placement_by_type.png
Bar = 50 um.
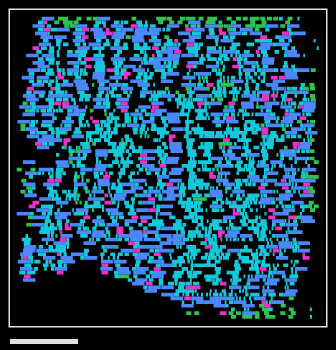
flops_by_reg.png
Bar = 50 um.
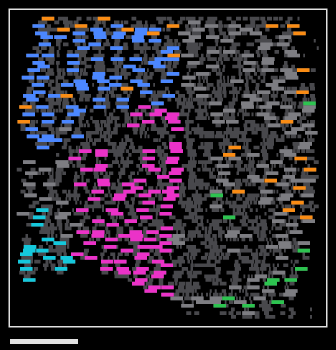
congestion.png
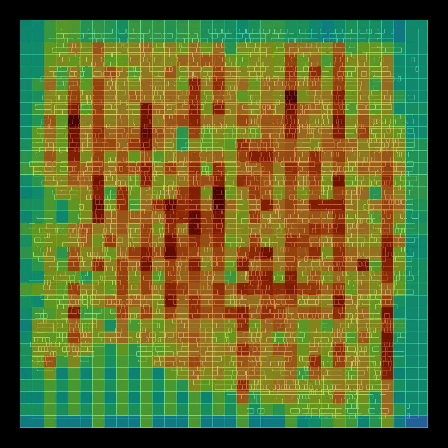
**src/rtl/rv_adcseq_if.sv**
```systemverilog
// rv_adcseq_if: rv_core data-bus port of the XADC DRP sequencer.
// master = bus side (core / testbench), slave = rv_adcseq.
interface rv_adcseq_if;
  logic [6:0]  adr;
  logic        cs;
  logic        rdy;
  logic [3:0]  we;
  logic        re;
  logic [31:0] dw;
  logic [31:0] dr;

  modport master (output adr, cs, rdy, we, re, dw, input dr);
  modport slave  (input adr, cs, rdy, we, re, dw, output dr);
endinterface

```
**src/rtl/rv_adcseq.sv**
```systemverilog
// rv_adcseq: bus-mapped sequencer that polls NCH XADC channels round-robin
// over DRP, averages 2**AVG_LOG2 scans per channel, keeps the latest raw
// sample, raises sticky hi/lo threshold alarms with a maskable level irq and
// exports the averaged channel-0 value as device_temp.
// Optional build macro RV_ADCSEQ_MINMAX_EN adds per-channel min/max tracking
// of the averaged values (words 24+i, re-armed by writing CTRL[1]=1).
module rv_adcseq #(
  parameter int               NCH      = 7,
  parameter logic [5*NCH-1:0] CH_ADDR  = {5'h1a, 5'h19, 5'h15, 5'h14, 5'h12, 5'h11, 5'h00},
  parameter int               AVG_LOG2 = 2,
  parameter int               TIMEOUT  = 63
) (
  input  logic              clk,
  input  logic              xreset,
  rv_adcseq_if.slave        bus,
  output logic              drp_den,
  output logic [6:0]        drp_daddr,
  input  logic              drp_drdy,
  input  logic [15:0]       drp_do,
  output logic [11:0]       device_temp,
  output logic              irq
);

  localparam int IW = (NCH > 1) ? $clog2(NCH) : 1;
  localparam int AW = 12 + AVG_LOG2;
  localparam int SW = AVG_LOG2 + 1;
  localparam logic [IW-1:0] IDX_LAST  = IW'(NCH - 1);
  localparam logic [SW-1:0] SCAN_LAST = SW'((1 << AVG_LOG2) - 1);
  localparam logic [15:0]   TMO_LAST  = 16'(TIMEOUT - 1);

  typedef enum logic [2:0] {
    ST_IDLE = 3'd0,
    ST_REQ  = 3'd1,
    ST_WAIT = 3'd2,
    ST_ACC  = 3'd3,
    ST_NEXT = 3'd4
  } state_e;

  // DRP address of channel slot i: upper two address bits are always zero.
  function automatic logic [6:0] ch_daddr(input logic [IW-1:0] i);
    return {2'b00, CH_ADDR[5*int'(i) +: 5]};
  endfunction

  state_e        state_q, state_d;
  logic          enable_q, enable_d;
  logic [15:0]   mask_q, mask_d;
  logic [11:0]   lo_q, lo_d;
  logic [11:0]   hi_q, hi_d;
  logic          tmo_q, tmo_d;
  logic [15:0]   alarm_q, alarm_d;
  logic [IW-1:0] idx_q, idx_d;
  logic [SW-1:0] scan_q, scan_d;
  logic [15:0]   wcnt_q, wcnt_d;
  logic [11:0]   raw_q [NCH];
  logic [11:0]   raw_d [NCH];
  logic [AW-1:0] acc_q [NCH];
  logic [AW-1:0] acc_d [NCH];
  logic [11:0]   avg_q [NCH];
  logic [11:0]   avg_d [NCH];
  logic [31:0]   dr_q, dr_d;
  logic          den_q, den_d;
  logic [6:0]    daddr_q, daddr_d;
  logic [11:0]   temp_q, temp_d;
  logic          irq_q, irq_d;
`ifdef RV_ADCSEQ_MINMAX_EN
  logic [11:0]   mn_q [NCH];
  logic [11:0]   mn_d [NCH];
  logic [11:0]   mx_q [NCH];
  logic [11:0]   mx_d [NCH];
`endif

  logic [4:0]    widx_s;
  logic          wr_s, wr_ctrl_s, wr_stat_s, wr_thr_s;
  logic          tmo_clr_s, tmo_set_s, rearm_s, upd_s, busy_s;
  logic [15:0]   alm_clr_s, alm_set_s;
  logic [11:0]   avg_new_s [NCH];
  logic [31:0]   rd_word_s;
  logic          unused_s;

  assign widx_s    = bus.adr[6:2];
  assign wr_s      = bus.cs && bus.rdy && (bus.we != 4'b0000);
  assign wr_ctrl_s = wr_s && (widx_s == 5'd0);
  assign wr_stat_s = wr_s && (widx_s == 5'd1);
  assign wr_thr_s  = wr_s && (widx_s == 5'd2);
  assign tmo_clr_s = wr_stat_s && bus.we[0] && bus.dw[1];
  assign alm_clr_s = {(wr_stat_s && bus.we[3]) ? bus.dw[31:24] : 8'h00,
                      (wr_stat_s && bus.we[2]) ? bus.dw[23:16] : 8'h00};
  assign rearm_s   = wr_ctrl_s && bus.we[0] && bus.dw[1];
  assign busy_s    = (state_q != ST_IDLE);
  assign upd_s     = (state_q == ST_NEXT) && (idx_q == IDX_LAST) && (scan_q == SCAN_LAST);
  assign unused_s  = ^{drp_do[3:0], bus.dw[15:12], bus.adr[1:0], rearm_s};

  // Candidate averages: accumulator divided by the scan count (upper 12 bits).
  always_comb begin
    for (int i = 0; i < NCH; i++) begin
      avg_new_s[i] = acc_q[i][AW-1 -: 12];
    end
  end

  // Register-file read multiplexer for the addressed word.
  always_comb begin
    rd_word_s = 32'h0000_0000;
    case (widx_s)
      5'd0:    rd_word_s = {mask_q, 15'h0000, enable_q};
      5'd1:    rd_word_s = {alarm_q, 14'h0000, tmo_q, busy_s};
      5'd2:    rd_word_s = {4'h0, hi_q, 4'h0, lo_q};
      default: rd_word_s = 32'h0000_0000;
    endcase
    for (int i = 0; i < NCH; i++) begin
      rd_word_s = (widx_s == 5'(8 + i)) ? {4'h0, raw_q[i], 4'h0, avg_q[i]} : rd_word_s;
`ifdef RV_ADCSEQ_MINMAX_EN
      rd_word_s = ((24 + i < 32) && (widx_s == 5'(24 + i))) ? {4'h0, mx_q[i], 4'h0, mn_q[i]}
                                                             : rd_word_s;
`endif
    end
  end

  // Next-state logic: bus writes, polling FSM, averaging, alarms and outputs.
  always_comb begin
    state_d   = state_q;
    idx_d     = idx_q;
    scan_d    = scan_q;
    wcnt_d    = wcnt_q;
    raw_d     = raw_q;
    acc_d     = acc_q;
    avg_d     = avg_q;
    den_d     = 1'b0;
    daddr_d   = daddr_q;
    temp_d    = temp_q;
    tmo_set_s = 1'b0;
    alm_set_s = 16'h0000;
`ifdef RV_ADCSEQ_MINMAX_EN
    mn_d      = mn_q;
    mx_d      = mx_q;
`endif

    enable_d      = (wr_ctrl_s && bus.we[0]) ? bus.dw[0]     : enable_q;
    mask_d[7:0]   = (wr_ctrl_s && bus.we[2]) ? bus.dw[23:16] : mask_q[7:0];
    mask_d[15:8]  = (wr_ctrl_s && bus.we[3]) ? bus.dw[31:24] : mask_q[15:8];
    lo_d[7:0]     = (wr_thr_s && bus.we[0])  ? bus.dw[7:0]   : lo_q[7:0];
    lo_d[11:8]    = (wr_thr_s && bus.we[1])  ? bus.dw[11:8]  : lo_q[11:8];
    hi_d[7:0]     = (wr_thr_s && bus.we[2])  ? bus.dw[23:16] : hi_q[7:0];
    hi_d[11:8]    = (wr_thr_s && bus.we[3])  ? bus.dw[27:24] : hi_q[11:8];

    case (state_q)
      ST_IDLE: begin
        if (enable_q) begin
          state_d = ST_REQ;
          idx_d   = {IW{1'b0}};
          den_d   = 1'b1;
          daddr_d = ch_daddr({IW{1'b0}});
        end else begin
          state_d = ST_IDLE;
        end
      end
      ST_REQ: begin
        wcnt_d  = 16'd0;
        state_d = ST_WAIT;
      end
      ST_WAIT: begin
        if (drp_drdy) begin
          raw_d[idx_q] = drp_do[15:4];
          state_d      = ST_ACC;
        end else if (wcnt_q == TMO_LAST) begin
          // No answer: keep the previous raw sample for this channel.
          tmo_set_s = 1'b1;
          state_d   = ST_ACC;
        end else begin
          wcnt_d = wcnt_q + 16'd1;
        end
      end
      ST_ACC: begin
        acc_d[idx_q] = acc_q[idx_q] + AW'(raw_q[idx_q]);
        state_d      = ST_NEXT;
      end
      ST_NEXT: begin
        if (idx_q == IDX_LAST) begin
          idx_d  = {IW{1'b0}};
          scan_d = (scan_q == SCAN_LAST) ? {SW{1'b0}} : scan_q + 1'b1;
        end else begin
          idx_d  = idx_q + 1'b1;
        end
        for (int i = 0; i < NCH; i++) begin
          avg_d[i]     = upd_s ? avg_new_s[i] : avg_q[i];
          acc_d[i]     = upd_s ? {AW{1'b0}} : acc_q[i];
          alm_set_s[i] = upd_s && ((avg_new_s[i] > hi_q) || (avg_new_s[i] < lo_q));
`ifdef RV_ADCSEQ_MINMAX_EN
          mn_d[i] = (upd_s && (avg_new_s[i] < mn_q[i])) ? avg_new_s[i] : mn_q[i];
          mx_d[i] = (upd_s && (avg_new_s[i] > mx_q[i])) ? avg_new_s[i] : mx_q[i];
`endif
        end
        temp_d = upd_s ? avg_new_s[0] : temp_q;
        if (enable_q) begin
          state_d = ST_REQ;
          den_d   = 1'b1;
          daddr_d = ch_daddr(idx_d);
        end else begin
          // Stopping: partial scan data is discarded, averages/raw kept.
          state_d = ST_IDLE;
          idx_d   = {IW{1'b0}};
          scan_d  = {SW{1'b0}};
          for (int i = 0; i < NCH; i++) begin
            acc_d[i] = {AW{1'b0}};
          end
        end
      end
      default: begin
        state_d = ST_IDLE;
      end
    endcase

`ifdef RV_ADCSEQ_MINMAX_EN
    for (int i = 0; i < NCH; i++) begin
      mn_d[i] = rearm_s ? 12'hfff : mn_d[i];
      mx_d[i] = rearm_s ? 12'h000 : mx_d[i];
    end
`endif

    // Sticky flags: a set in the same cycle as a W1C clear wins.
    tmo_d   = (tmo_q && !tmo_clr_s) || tmo_set_s;
    alarm_d = (alarm_q & ~alm_clr_s) | alm_set_s;
    irq_d   = |(alarm_q & mask_q);
    dr_d    = bus.rdy ? ((bus.cs && bus.re) ? rd_word_s : 32'h0000_0000) : dr_q;
  end

  // State and register flops with asynchronous active-low reset.
  always_ff @(posedge clk or negedge xreset) begin
    if (!xreset) begin
      state_q  <= ST_IDLE;
      enable_q <= 1'b0;
      mask_q   <= 16'h0000;
      lo_q     <= 12'h000;
      hi_q     <= 12'hfff;
      tmo_q    <= 1'b0;
      alarm_q  <= 16'h0000;
      idx_q    <= {IW{1'b0}};
      scan_q   <= {SW{1'b0}};
      wcnt_q   <= 16'd0;
      dr_q     <= 32'h0000_0000;
      den_q    <= 1'b0;
      daddr_q  <= 7'h00;
      temp_q   <= 12'h000;
      irq_q    <= 1'b0;
      for (int i = 0; i < NCH; i++) begin
        raw_q[i] <= 12'h000;
        acc_q[i] <= {AW{1'b0}};
        avg_q[i] <= 12'h000;
`ifdef RV_ADCSEQ_MINMAX_EN
        mn_q[i]  <= 12'hfff;
        mx_q[i]  <= 12'h000;
`endif
      end
    end else begin
      state_q  <= state_d;
      enable_q <= enable_d;
      mask_q   <= mask_d;
      lo_q     <= lo_d;
      hi_q     <= hi_d;
      tmo_q    <= tmo_d;
      alarm_q  <= alarm_d;
      idx_q    <= idx_d;
      scan_q   <= scan_d;
      wcnt_q   <= wcnt_d;
      dr_q     <= dr_d;
      den_q    <= den_d;
      daddr_q  <= daddr_d;
      temp_q   <= temp_d;
      irq_q    <= irq_d;
      raw_q    <= raw_d;
      acc_q    <= acc_d;
      avg_q    <= avg_d;
`ifdef RV_ADCSEQ_MINMAX_EN
      mn_q     <= mn_d;
      mx_q     <= mx_d;
`endif
    end
  end

  assign bus.dr      = dr_q;
  assign drp_den     = den_q;
  assign drp_daddr   = daddr_q;
  assign device_temp = temp_q;
  assign irq         = irq_q;

endmodule

```
**src/flat_wrapper.sv**
```systemverilog
// flat-port wrapper written by rule: the top's interface ports become plain ports
module rv_adcseq_flat 
#(
  parameter int               NCH      = 7,
  parameter logic [5*NCH-1:0] CH_ADDR  = {5'h1a, 5'h19, 5'h15, 5'h14, 5'h12, 5'h11, 5'h00},
  parameter int               AVG_LOG2 = 2,
  parameter int               TIMEOUT  = 63
)
  (clk, xreset, drp_den, drp_daddr, drp_drdy, drp_do, device_temp, irq, bus_adr, bus_cs, bus_rdy, bus_we, bus_re, bus_dw, bus_dr);
  rv_adcseq_if bus_i ();
  input  logic clk;
  input  logic xreset;
  output logic drp_den;
  output logic [6:0] drp_daddr;
  input  logic drp_drdy;
  input  logic [15:0] drp_do;
  output logic [11:0] device_temp;
  output logic irq;
  input wire logic [$bits(bus_i.adr)-1:0] bus_adr;
  input wire logic [$bits(bus_i.cs)-1:0] bus_cs;
  input wire logic [$bits(bus_i.rdy)-1:0] bus_rdy;
  input wire logic [$bits(bus_i.we)-1:0] bus_we;
  input wire logic [$bits(bus_i.re)-1:0] bus_re;
  input wire logic [$bits(bus_i.dw)-1:0] bus_dw;
  output wire logic [$bits(bus_i.dr)-1:0] bus_dr;
  assign bus_i.adr = bus_adr;
  assign bus_i.cs = bus_cs;
  assign bus_i.rdy = bus_rdy;
  assign bus_i.we = bus_we;
  assign bus_i.re = bus_re;
  assign bus_i.dw = bus_dw;
  assign bus_dr = bus_i.dr;
  rv_adcseq #(.NCH(NCH), .CH_ADDR(CH_ADDR), .AVG_LOG2(AVG_LOG2), .TIMEOUT(TIMEOUT)) u_core (.clk(clk), .xreset(xreset), .bus(bus_i), .drp_den(drp_den), .drp_daddr(drp_daddr), .drp_drdy(drp_drdy), .drp_do(drp_do), .device_temp(device_temp), .irq(irq));
endmodule
```
**config.mk**
```make
export PLATFORM = sky130hd
export DESIGN_NAME = rv_adcseq_flat
export DESIGN_NICKNAME = d
export VERILOG_FILES = /design/src/rtl/rv_adcseq_if.sv /design/src/rtl/rv_adcseq.sv /design/src/flat_wrapper.sv
export SDC_FILE = /design/constraint.sdc
export NUM_CORES = 1
export LEC_CHECK = 0
export CAP_MARGIN = 40
export CORE_MARGIN = 5
export CORE_UTILIZATION = 44
export CTS_BUF_LIST = sky130_fd_sc_hd__clkbuf_4 sky130_fd_sc_hd__clkbuf_8
export DETAILED_ROUTE_END_ITERATION = 16
export GPL_ROUTABILITY_DRIVEN = 0
export PLACE_DENSITY_LB_ADDON = 0.12
export RECOVER_POWER = 100
export SYNTH_ARGS = -nofsm -noshare
export SYNTH_HDL_FRONTEND = slang
export SYNTH_SLANG_ARGS = --single-unit
```
**constraint.sdc**
```tcl
create_clock -name clk -period 7.5 [get_ports clk]
set_clock_uncertainty 0.05 [all_clocks]
set_input_delay 0.75 -clock clk [delete_from_list [all_inputs] [get_ports clk]]
set_output_delay 0.75 -clock clk [all_outputs]
set_load 0.02 [all_outputs]
```
==> git commit body <==
Refresh implementation metrics

- Relative contribution of sequential cells to total power: between 30 and 40%
- In this run the number of H-tree levels came out at 3.
- The post-synth count of flops with an enable pin is 0.
* Area occupied by registers: between 0.009 and 0.01 mm^2
- The critical path contains buffers and inverters numbering 2 combined.
- Multiplexer share: slightly above 8%
- Sequential cell area share: roughly two fifths
- The post-route utilization of the core is recorded as between 50 and 60%.
- Synthesis Warnings: 0
- Met3 wirelength from detailed routing: approximately 5600 um
* Leading area contributor after synthesis: dfrtp_1
- PortBufs: 101
* Post-layout period usage of the worst path: 78.3%
- Startpoint Class: flop
* Placeable core region: 0.0498 mm^2
- Count of non-CTS inverters in the layout: 50
- The area taken by multi-input combinational cells is reported as ~0.012 mm^2.
- The number of hold buffers added after CTS was 0.
- Area of the mapped netlist: 0.0220 mm^2
- PnR worst setup slack: 1.63 ns
* Critical Path End Type: flop
- Endpoints with negative setup slack in the final report add up to 0.
- The pin closest to its max-slew limit shows a slew of 4.74 ns.
* Number of instances in the synthesized netlist: ~2.2k
- Global routing consumed, on the met1 layer, between 30% and 40% of the routing resources.
* Die footprint: 0.0545 mm^2
- Share of the yosys chip area belonging to registers: between 40% and 50%
- Crit path arrival time: ~6.4 ns
- Top cell type's share of synthesized area: 42.3%
* Fraction of area in clock buffers and inverters: 6.09%
- Clock buffer depth: 3
* Multi-input gate share of total cell area: approximately 46%
* Violation count after the first detailed-routing iteration: 1,691
* Highest fanout seen on the critical path: 34
* Power per unit of standard cell area: between 200 and 300 mW/mm^2
- Combinational cell fraction of total power: ~28%
- Highest Clock Rate: 170 MHz
- TritonCTS built the clock tree.
* Final hold violation count: 0
- Wire length after detailed routing: roughly 77,000 um
* Layer carrying the most global-route usage: met2
- Across the VDD grid, the largest voltage drop is between 0.0001 and 0.00015 V.
* Number of signal-net buffers in the layout: around 160
- Simple-gate share of the synthesized area: about 14%
- Final HPWL DP: 55,000 um
- Overall via count from detail_route: between 15k and 20k
- The analysis attributes to net switching a power of approximately 2.3 mW.
* Aoi/oai-family share of the synthesized area: approximately a fifth
* Final sequential cell count: about 380
* Met2 WL: 34,400 um
- Yosys reported that registers with async set or reset make up 100%.
- In this run the top signal layer used is met5.
* Tally of unique sky130hd cells used after synthesis: between 70 and 80
- Number of fill cells: 4,647
* Cell Count, Final, Fillers Out: 3,053
* Post-DR vias/cell: 6.12
- Initial antenna violation count: 2
* Final Slew Violations: about 140
- Measured on the final layout, buffering overhead outside the clock network stands at 5.58%.
- Yosys cell count: 2,229
- Worst slew margin: -216%
- The cell-mix breakdown from Yosys lists the XOR/XNOR area share as 0.632%.
- Unrepaired setup endpoints after global routing: false
- Number of diodes: 1
- Clock share of power: between 30% and 40%
- The report lists the cells along the critical path as clkbuf_1 > nor2b_1 > clkbuf_1 > a21oi_1 > nor2_1 > a221o_1 > ha_1 > o21a_1 > o31a_1 > o22ai_1 > a21oi_1 > xnor2_1 > a22o_1.
- The longest incremental delay of any stage on the critical path is reported as about 1.1 ns.
- By instance count after routing, the leading logic cell types are dfrtp_1, nand2_1, ha_1, o21ai_0, a21oi_1.
- The flow inserted about 670 tap cells.
- The critical path is of the flop to flop type.
- The script parses the final routing iteration and logs DRC violations as 0.
- Violations in the final reports: max-capacitance violations, max-slew violations
- The largest individual stage delay along the critical path comes from the cell dfrtp_1.
- From left edge to right edge, the die measures between 200 and 250 um.
* Io pins: between 100 and 150
- The min-delay analysis places its worst path in the category flop to flop.
* Clk root buf: clkbuf_8
- Hold is met by ~0.42 ns.
- TritonRoute output was used to compute an average wire per cell of between 20 and 30 um.
- Gate family responsible for the most delay along the worst path: buffers and inverters
- Setup WS pre-CTS: ~2.9 ns
- The final design was reported to hold multi-input combinational gates totalling about 1.7k.
- Layout-stage area growth over the synthesis result: 14.2%
- Summed over all cells, the static leakage comes to about 12 nW.
* Share of total power consumed by net switching: between 30% and 40%
- Data on the critical path is required at its endpoint by 8.04 ns.
* Post-detailed-placement cell area: roughly 0.024 mm^2
* Clock edge transition at the registers on the reported setup and hold paths: roughly 0.060 ns
- The cell-mix breakdown from Yosys lists the adder-cell area share as about a tenth.
- List of most frequent post-synthesis cells: dfrtp_1, nand2_1, ha_1
- For the clock group, total power comes out at 2.16 mW.
* Detailed-router iteration count before antenna repair: 7
- The finished design was reported to have a net count of 2,569.
- u_core.acc_q holds more flip-flops than any other register.
- Power attributed to combinational cells is 1.76 mW.
* Site Rows: about 82
- Clock buffer count: roughly 110
- Leading cell category by total area: logic gates
- Vias in the first global route: roughly 19k
- The completed layout was analyzed and its total power is between 6 and 7 mW.
- Per report_power, the top consumer among the power groups is sequential cells.
* Largest register FFs: a little under 100
* Die Height: about 230 um
* Detailed-routing wirelength on met1: between 30,000 and 40,000 um
* Post-layout min period: roughly 5.9 ns
- In the final layout, the registers with the most flip-flops are u_core.acc_q: 98 flops, u_core.avg_q: 84 flops, u_core.raw_q: 84 flops.
* Tally of OpenROAD warnings: 39
- Main flop type: dfrtp_1
- Setup TNS after final layout: 0 ns
* Postcts setup bufs: 0
- Detail Route Antenna Nets: 0
- The report counts max-capacitance violations totalling 3.
* #FFs+latches synth: about 380
- The first global-routing pass estimated 116,000 um of wire.
* Internal power component: 4.11 mW
- The later pin in the worst-skew pair is clocked with a latency of ~0.66 ns.
* Fp_density: between 40% and 50%
* Post_cts resized: 0
* Fraction of final layout cells sized beyond drive strength 1: roughly 13%
- Per report_power, the Sequential row totals 2.47 mW.
- By instance count after routing, the leading logic cell type is dfrtp_1.
* Clock Sink Count: roughly 380
- Per the GRT congestion report, total overflow comes to 0.
* Avg Cell Area, Syn: 9.86 um^2
* Chip area from the yosys synthesis statistics: between 0.02 and 0.025 mm^2
- The run finished, with violations left.
- Dominant combinational cell family by area after synthesis: AND-OR/OR-AND gates
- Biggest area cells: dfrtp_1, ha_1, nand2_1, mux2_2, a22o_1
- Number of buffers inserted during clock tree synthesis: approximately 72
- Number of cells in the design after placement: 2,925
- Entering global routing, the biggest net connects between 150 and 200 pins.
Notes on placement_by_type.png above:
combinational and other logic: marked cyan, cells 1,714, share of their area 48%. flops: marked blue, cells 384, share of their area 40%. clock drivers and dummy loads: marked magenta, cells 127, share of their area 6.3%. other buffers and delay cells: marked green, cells 155, share of their area 5.8%.

Notes on flops_by_reg.png above:
u_core.acc_q: marked magenta, sequential cells 98. u_core.wcnt_q: marked cyan, sequential cells 16, where lower left. u_core.bus.dr: marked orange, sequential cells 28. u_core.raw_q: marked blue, sequential cells 84. u_core.lo_q: marked green, sequential cells 12, where lower right.
Another 146 sequential cells are not coloured.

Notes on congestion.png above:
met3 Usage GRT: 5.00%
overall track demand over capacity in global routing: 28.0%
met2 GRT Util: 42.9%

==> path summary, 6_finish.rpt <==
| kind | start | endpoint | depth (start not counted) | slack (ns) |
|---|---|---|---|---|
| min in group asynchronous | xreset | u_core.avg_q[81] | 1 | 1.77 |
| min | u_core.avg_q[55] | u_core.avg_q[55] | 2 | 0.42 |
| min reg2reg | u_core.avg_q[55] | u_core.avg_q[55] | 2 | 0.42 |
| max in group asynchronous | xreset | u_core.avg_q[30] | 1 | 3.00 |
| max reg2reg | u_core.idx_q[2] | u_core.acc_q[68] | 13 | 1.63 |
| max | u_core.idx_q[2] | u_core.acc_q[68] | 13 | 1.63 |
Power figures rest on the tool's default switching activity, not on a simulated workload.
